detail.png
Window x 30 to 55, y 114 to 139 um. Cells in grey, sequential cells in the stronger grey; small squares are vias.
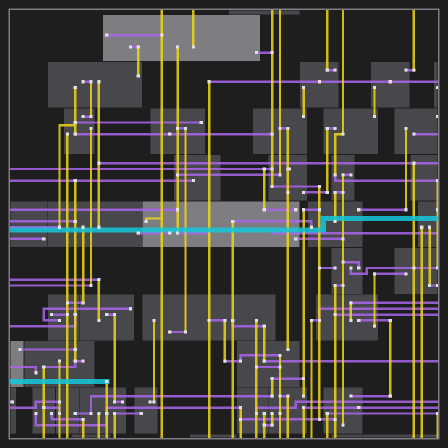
sizes.png
(2 px per um)
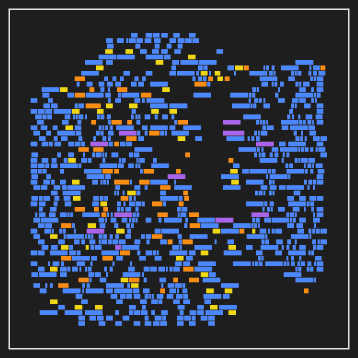
placement_by_type.png
(2 px per um)
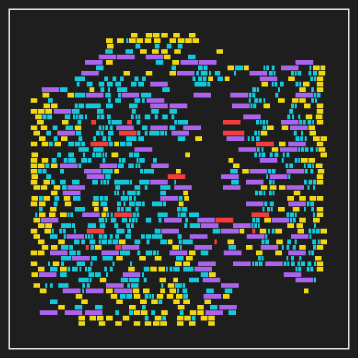
congestion.png
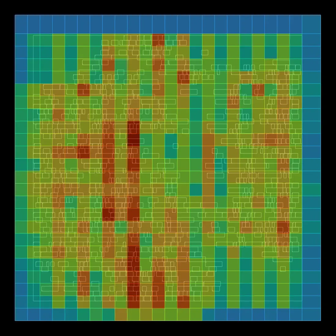
## config.mk

```make
export PLATFORM = sky130hd
export DESIGN_NAME = fetch_stage
export DESIGN_NICKNAME = d
export VERILOG_FILES = /design/src/rtl/fetch_pkg.sv /design/src/rtl/fetch_next_pc.sv /design/src/rtl/fetch_stage.sv
export SDC_FILE = /design/constraint.sdc
export NUM_CORES = 1
export LEC_CHECK = 0
export CAP_MARGIN = 20
export CORE_MARGIN = 10
export CORE_UTILIZATION = 28
export CTS_CLUSTER_DIAMETER = 100
export DETAILED_ROUTE_END_ITERATION = 12
export PLACE_DENSITY = 0.54
export SETUP_SLACK_MARGIN = 0.1
export SLEW_MARGIN = 5
export SYNTH_ARGS = -nofsm -noshare
export SYNTH_HDL_FRONTEND = slang
export SYNTH_HIERARCHICAL = 1
export SYNTH_SLANG_ARGS = --single-unit
```

## constraint.sdc

```tcl
create_clock -name CLK -period 4.1 [get_ports CLK]
set_input_delay 0.615 -clock CLK [delete_from_list [all_inputs] [get_ports CLK]]
set_output_delay 0.615 -clock CLK [all_outputs]
set_load 0.005 [all_outputs]
```

## src/rtl/fetch_pkg.sv

```systemverilog
// Shared types and constants for the instruction-fetch stage.
package fetch_pkg;

  typedef enum logic [1:0] {
    ST_IDLE  = 2'd0,
    ST_FETCH = 2'd1,
    ST_HOLD  = 2'd2,
    ST_DRAIN = 2'd3
  } fetch_state_e;

  localparam logic [31:0] NOP              = 32'h0000_0000;
  localparam logic [31:0] DEFAULT_RESET_PC = 32'h0000_0000;

endpackage

```

## src/rtl/fetch_next_pc.sv

```systemverilog
// Next-PC priority mux (branch > jump > sequential > hold) and the PC+4 adder.
module fetch_next_pc #(
  parameter int WIDTH = 32
) (
  input  logic [WIDTH-1:0] pc,
  input  logic             pc_src,
  input  logic [WIDTH-1:0] pc_branch,
  input  logic             jump,
  input  logic [WIDTH-1:0] pc_jump,
  input  logic             advance,
  output logic [WIDTH-1:0] pc_plus4,
  output logic [WIDTH-1:0] pc_next,
  output logic             redirect
);

  assign pc_plus4 = pc + WIDTH'(4);
  assign redirect = pc_src | jump;

  always_comb begin
    pc_next = pc;
    if (pc_src) begin
      pc_next = pc_branch;
    end else if (jump) begin
      pc_next = pc_jump;
    end else if (advance) begin
      pc_next = pc_plus4;
    end
  end

endmodule

```

## src/rtl/fetch_stage.sv

```systemverilog
// MIPS instruction-fetch stage: PC register, next-PC select, imem req/ack handshake.
// Optional FETCH_PERF_EN adds saturating busy-cycle and redirect counters.
//
// state | meaning
// IDLE  | first cycle after reset release, no request
// FETCH | request to PCF outstanding, delivers on ack
// HOLD  | stalled with a buffered instruction
// DRAIN | waiting for the ack of an abandoned request
module fetch_stage
  import fetch_pkg::*;
#(
  parameter int               WIDTH    = 32,
  parameter logic [WIDTH-1:0] RESET_PC = WIDTH'(DEFAULT_RESET_PC)
) (
  input  logic             CLK,
  input  logic             rst,
  input  logic             StallF,
  input  logic             PCSrcD,
  input  logic [WIDTH-1:0] PCBranchD,
  input  logic             JumpD,
  input  logic [WIDTH-1:0] PCJumpD,
  output logic             imem_req,
  output logic [WIDTH-1:0] imem_addr,
  input  logic [WIDTH-1:0] imem_rdata,
  input  logic             imem_ack,
  output logic [WIDTH-1:0] InstrF,
  output logic [WIDTH-1:0] PCPlus4F,
  output logic [WIDTH-1:0] PCF,
`ifdef FETCH_PERF_EN
  output logic [31:0]      PerfBusyCnt,
  output logic [31:0]      PerfRedirCnt,
`endif
  output logic             FetchBusyF
);

  localparam logic [WIDTH-1:0] NOP_W = WIDTH'(NOP);

  fetch_state_e     state_q, state_d;
  logic [WIDTH-1:0] pc_q, pc_d;
  logic [WIDTH-1:0] hold_q, hold_d;
  logic [WIDTH-1:0] addr_q, addr_d;
  logic             req_q, req_d;

  logic             ack_fetch;
  logic             deliver;
  logic             redirect;
  logic [WIDTH-1:0] pc_plus4;
  logic [WIDTH-1:0] pc_next;

  assign ack_fetch = (state_q == ST_FETCH) && imem_ack;
  assign deliver   = ack_fetch || (state_q == ST_HOLD);

  fetch_next_pc #(
    .WIDTH(WIDTH)
  ) u_next_pc (
    .pc        (pc_q),
    .pc_src    (PCSrcD),
    .pc_branch (PCBranchD),
    .jump      (JumpD),
    .pc_jump   (PCJumpD),
    .advance   (deliver),
    .pc_plus4  (pc_plus4),
    .pc_next   (pc_next),
    .redirect  (redirect)
  );

  always_comb begin
    state_d = state_q;
    pc_d    = pc_q;
    hold_d  = hold_q;
    addr_d  = addr_q;
    case (state_q)
      ST_IDLE: begin
        state_d = ST_FETCH;
        if (!StallF) pc_d = pc_next;
      end
      ST_FETCH: begin
        addr_d = pc_q;
        if (imem_ack) begin
          if (StallF) begin
            hold_d  = imem_rdata;
            state_d = ST_HOLD;
          end else begin
            pc_d = pc_next;
          end
        end else if (!StallF && redirect) begin
          // Request stays in flight; its response must be swallowed in DRAIN.
          pc_d    = pc_next;
          state_d = ST_DRAIN;
        end
      end
      ST_HOLD: begin
        if (!StallF) begin
          pc_d    = pc_next;
          hold_d  = NOP_W;
          state_d = ST_FETCH;
        end
      end
      ST_DRAIN: begin
        if (!StallF) pc_d = pc_next;
        if (imem_ack) state_d = ST_FETCH;
      end
      default: state_d = ST_IDLE;
    endcase
    req_d = (state_d == ST_FETCH);
  end

  always_ff @(posedge CLK or negedge rst) begin
    if (!rst) begin
      state_q <= ST_IDLE;
      pc_q    <= RESET_PC;
      hold_q  <= NOP_W;
      addr_q  <= RESET_PC;
      req_q   <= 1'b0;
    end else begin
      state_q <= state_d;
      pc_q    <= pc_d;
      hold_q  <= hold_d;
      addr_q  <= addr_d;
      req_q   <= req_d;
    end
  end

  // addr_q keeps the abandoned request's address visible while draining.
  assign imem_req   = req_q;
  assign imem_addr  = (state_q == ST_FETCH) ? pc_q : addr_q;
  assign PCF        = pc_q;
  assign InstrF     = ack_fetch ? imem_rdata : ((state_q == ST_HOLD) ? hold_q : NOP_W);
  assign PCPlus4F   = deliver ? pc_plus4 : '0;
  assign FetchBusyF = !deliver;

`ifdef FETCH_PERF_EN
  logic [31:0] busy_cnt_q, busy_cnt_d;
  logic [31:0] redir_cnt_q, redir_cnt_d;

  always_comb begin
    busy_cnt_d  = busy_cnt_q;
    redir_cnt_d = redir_cnt_q;
    if (FetchBusyF && (busy_cnt_q != '1)) busy_cnt_d = busy_cnt_q + 32'd1;
    if (!StallF && redirect && (redir_cnt_q != '1)) redir_cnt_d = redir_cnt_q + 32'd1;
  end

  always_ff @(posedge CLK or negedge rst) begin
    if (!rst) begin
      busy_cnt_q  <= '0;
      redir_cnt_q <= '0;
    end else begin
      busy_cnt_q  <= busy_cnt_d;
      redir_cnt_q <= redir_cnt_d;
    end
  end

  assign PerfBusyCnt  = busy_cnt_q;
  assign PerfRedirCnt = redir_cnt_q;
`endif

endmodule

```

==> results.txt <==
Flow results are below.

- The flow ran to the end, and the final reports show no timing, DRC or antenna violations.
- The number of global-route vias before repair came to 5765.
- Looking at the setup timing report, the critical path kind is reg2out.
- The source of the worst register-to-register timing path is state_q[1], for reference.
- The leakage power in the latest report is 3.63 nW.
- The final timing report counts setup violations totalling 0.
- The share of async-settable or async-resettable flops after synthesis is 100%, for reference.
- The buffer_ports step reported a buffer count of 231.
- The number of routed nets with antenna violations is 0, for reference.
- The overall routing resource usage is 15.6%, for reference.
- The sequential fraction of design power is 37.7%, for reference.
- For reference, the critical path is captured by PCPlus4F[30].
- For this design, the sink count on the clock tree is a little under 100.
- The worst setup path is captured at a primary output.
- For this run, design rule violations remaining after detail routing come to 0.
- STA classifies the critical path startpoint as a register.
- The total number of H-tree levels is 3, for reference.
- Hold-check failures listed in the final report amount to 0.
- The number of antenna violations at the first check in global routing came to 0.
- The script logs the ratio of routed vias to standard cells as ~4.8.
- In the final layout, the fill cell count is around 2200.
- The portion of total power attributed to combinational logic is around 40%, for reference.
- The actual slew at the worst max-slew pin is 662 ps, for reference.
- Per the OpenROAD floorplan log, the height of the die is about 170 um.
- The tightest min-delay check is of the in2async type.
- The routed wire length is 23.0 mm, for reference.
- In the final timing run, aggregate negative setup slack is 0 ps.
- The total clock buffers created by CTS is 9, for reference.
- The most popular library cell in the synthesized design by count is sky130_fd_sc_hd__dfrtp_1, for reference.
- The max-slew headroom at the worst pin is 55.9%, for reference.
- Among all flip-flop cells after synthesis, the most frequent one is sky130_fd_sc_hd__dfrtp_1.
- The share of final-layout standard cells stronger than drive strength 1 is 13.1%, for reference.
- The core utilization before placement is roughly 28%, for reference.
- The number of placement rows is ~54, for reference.
- After synthesis, the cell types taking the most area are sky130_fd_sc_hd__dfrtp_1, sky130_fd_sc_hd__mux2_4, sky130_fd_sc_hd__o21ai_0, sky130_fd_sc_hd__mux2_2, sky130_fd_sc_hd__xor2_1.
- TritonCTS built the clock tree.
- The number of warnings printed during yosys synthesis is 6, for reference.
- Counting pins that exceed their max-slew limit in the final report gives 0.
- The achievable frequency is around 270 MHz, for reference.
- In this run the VDD rail shows a maximum IR drop of ~0.2 mV.
- At the end of routability-driven placement, the weighted congestion stood at about 0.81.
- The launch point of the worst path is PCF[2], for reference.
- The reported net switching power is around 1.2 mW, for reference.
- The global-route wire length before repair is ~36 mm, for reference.
About detail.png:
| colour | layer |
|---|---|
| cyan | metal 3 |
| yellow | metal 2 |
| purple | metal 1 |
sequential cells in the window: 2
most frequent: xnor2_1 (3), xor2_1 (3)
netlist names of flops here include: PCF (2)
cells with their middle in the window: 32

About sizes.png:
| colour | size | cells |
|---|---|---|
| orange | _3 and _4 cells | 57 |
| yellow | _2 cells | 47 |
| purple | _6 and larger | 11 |
| blue | _0 and _1 cells | 763 |

About placement_by_type.png:
| colour | class | cells | share of their area |
|---|---|---|---|
| red | clock drivers and dummy loads | 16 | 3.4% |
| yellow | other buffers and delay cells | 251 | 28% |
| purple | flops | 99 | 28% |
| cyan | combinational and other logic | 512 | 40% |

About congestion.png:
core utilization of the finished layout: 41.5%
met3 demand-to-capacity share in global routing: 5.37%
met2 usage in global routing: 25.0%

[per-stage QoR]
step	setup slack (ps)	std cells	area (um2)	hold WS, ps
2_1_floorplan	1390	670	6220	319
4_1_cts	225	1156	9030	312
6_report	366	1158	9050	294
5_1_grt	172	1158	9050	330
3_5_place_dp	606	1140	8740	481
3_3_place_gp	627	1140	8740	478
[worst max-delay path: stages, from the launching register on]
cell and delay (ps):
sky130_fd_sc_hd__dfrtp_1 530, sky130_fd_sc_hd__ha_1 330, sky130_fd_sc_hd__nand3_2 210, sky130_fd_sc_hd__nor2_1 250, sky130_fd_sc_hd__and3_1 290, sky130_fd_sc_hd__or3b_1 390
sky130_fd_sc_hd__xnor2_1 130, sky130_fd_sc_hd__and2_1 130, sky130_fd_sc_hd__clkdlybuf4s50_1 510
[cell families after synthesis]
group           synth area share (%)
simple gates                    19.2
compound gates                  11.4
flops                           39.8
buf+inv                         6.98
mux                             14.4
xor+xnor                        8.03
fa+ha+maj                      0.201
[flip-flops by register name, summed over array words and instances (netlist names)]
signal    cells
PCF          32
addr_q       32
hold_q       32
state_q       2
imem_req      1
[cell usage in the layout (no fill, tap or decap), types with 5 or more instances in the layout]
master and instances:
sky130_fd_sc_hd__nand3_1 17, sky130_fd_sc_hd__xnor2_1 23, sky130_fd_sc_hd__buf_4 21, sky130_fd_sc_hd__a22oi_1 15
sky130_fd_sc_hd__mux2_2 34, sky130_fd_sc_hd__and3_1 5, sky130_fd_sc_hd__mux2i_1 6, sky130_fd_sc_hd__mux2_4 30
sky130_fd_sc_hd__o21ai_0 77, sky130_fd_sc_hd__o21ai_1 14, sky130_fd_sc_hd__nor3_1 6, sky130_fd_sc_hd__o22ai_1 6
sky130_fd_sc_hd__nor2_1 23, sky130_fd_sc_hd__clkbuf_16 9, sky130_fd_sc_hd__nand4_1 47, sky130_fd_sc_hd__clkdlybuf4s50_1 230
sky130_fd_sc_hd__nand2_1 61, sky130_fd_sc_hd__and2_1 34, sky130_fd_sc_hd__xor2_1 34, sky130_fd_sc_hd__a21oi_1 12
sky130_fd_sc_hd__inv_1 39, sky130_fd_sc_hd__dfrtp_1 99
[final cells by class]
type / instances / share of cell area, %
clock buffers: 10 / 2.53
clock inverters: 6 / 0.705
inverters: 39 / 1.62
multi-input cells: 473 / 36.7
flip-flops and latches: 99 / 27.4
well taps: 280 / 3.87
repair buffers: 251 / 27.2
[power by group through the flow]
| stage | combinational [mW] | sequential, mW | clock [mW] |
|---|---|---|---|
| 3_5_place_dp | 1.54 | 1.47 | 0 |
| 4_1_cts | 1.55 | 1.45 | 0.914 |
| 5_1_grt | 1.67 | 1.49 | 0.942 |
| 3_3_place_gp | 1.54 | 1.46 | 0 |
| 6_report | 1.52 | 1.45 | 0.873 |
| 2_1_floorplan | 0.746 | 1.38 | 0 |
[metal layers]
metal / global-route usage [%] / wire [um]
met1: 20.2 / 10300
met2: 25.0 / 10600
met3: 5.37 / 1910
met4: 2.70 / 159
met5: 0 / 0
[repair_timing]
item,CTS,global route
hold endpoints to repair,0,0
endpoints found under the setup margin,0,2
resized,0,1
setup buffers,0,2
Power and IR drop assume default switching activity.
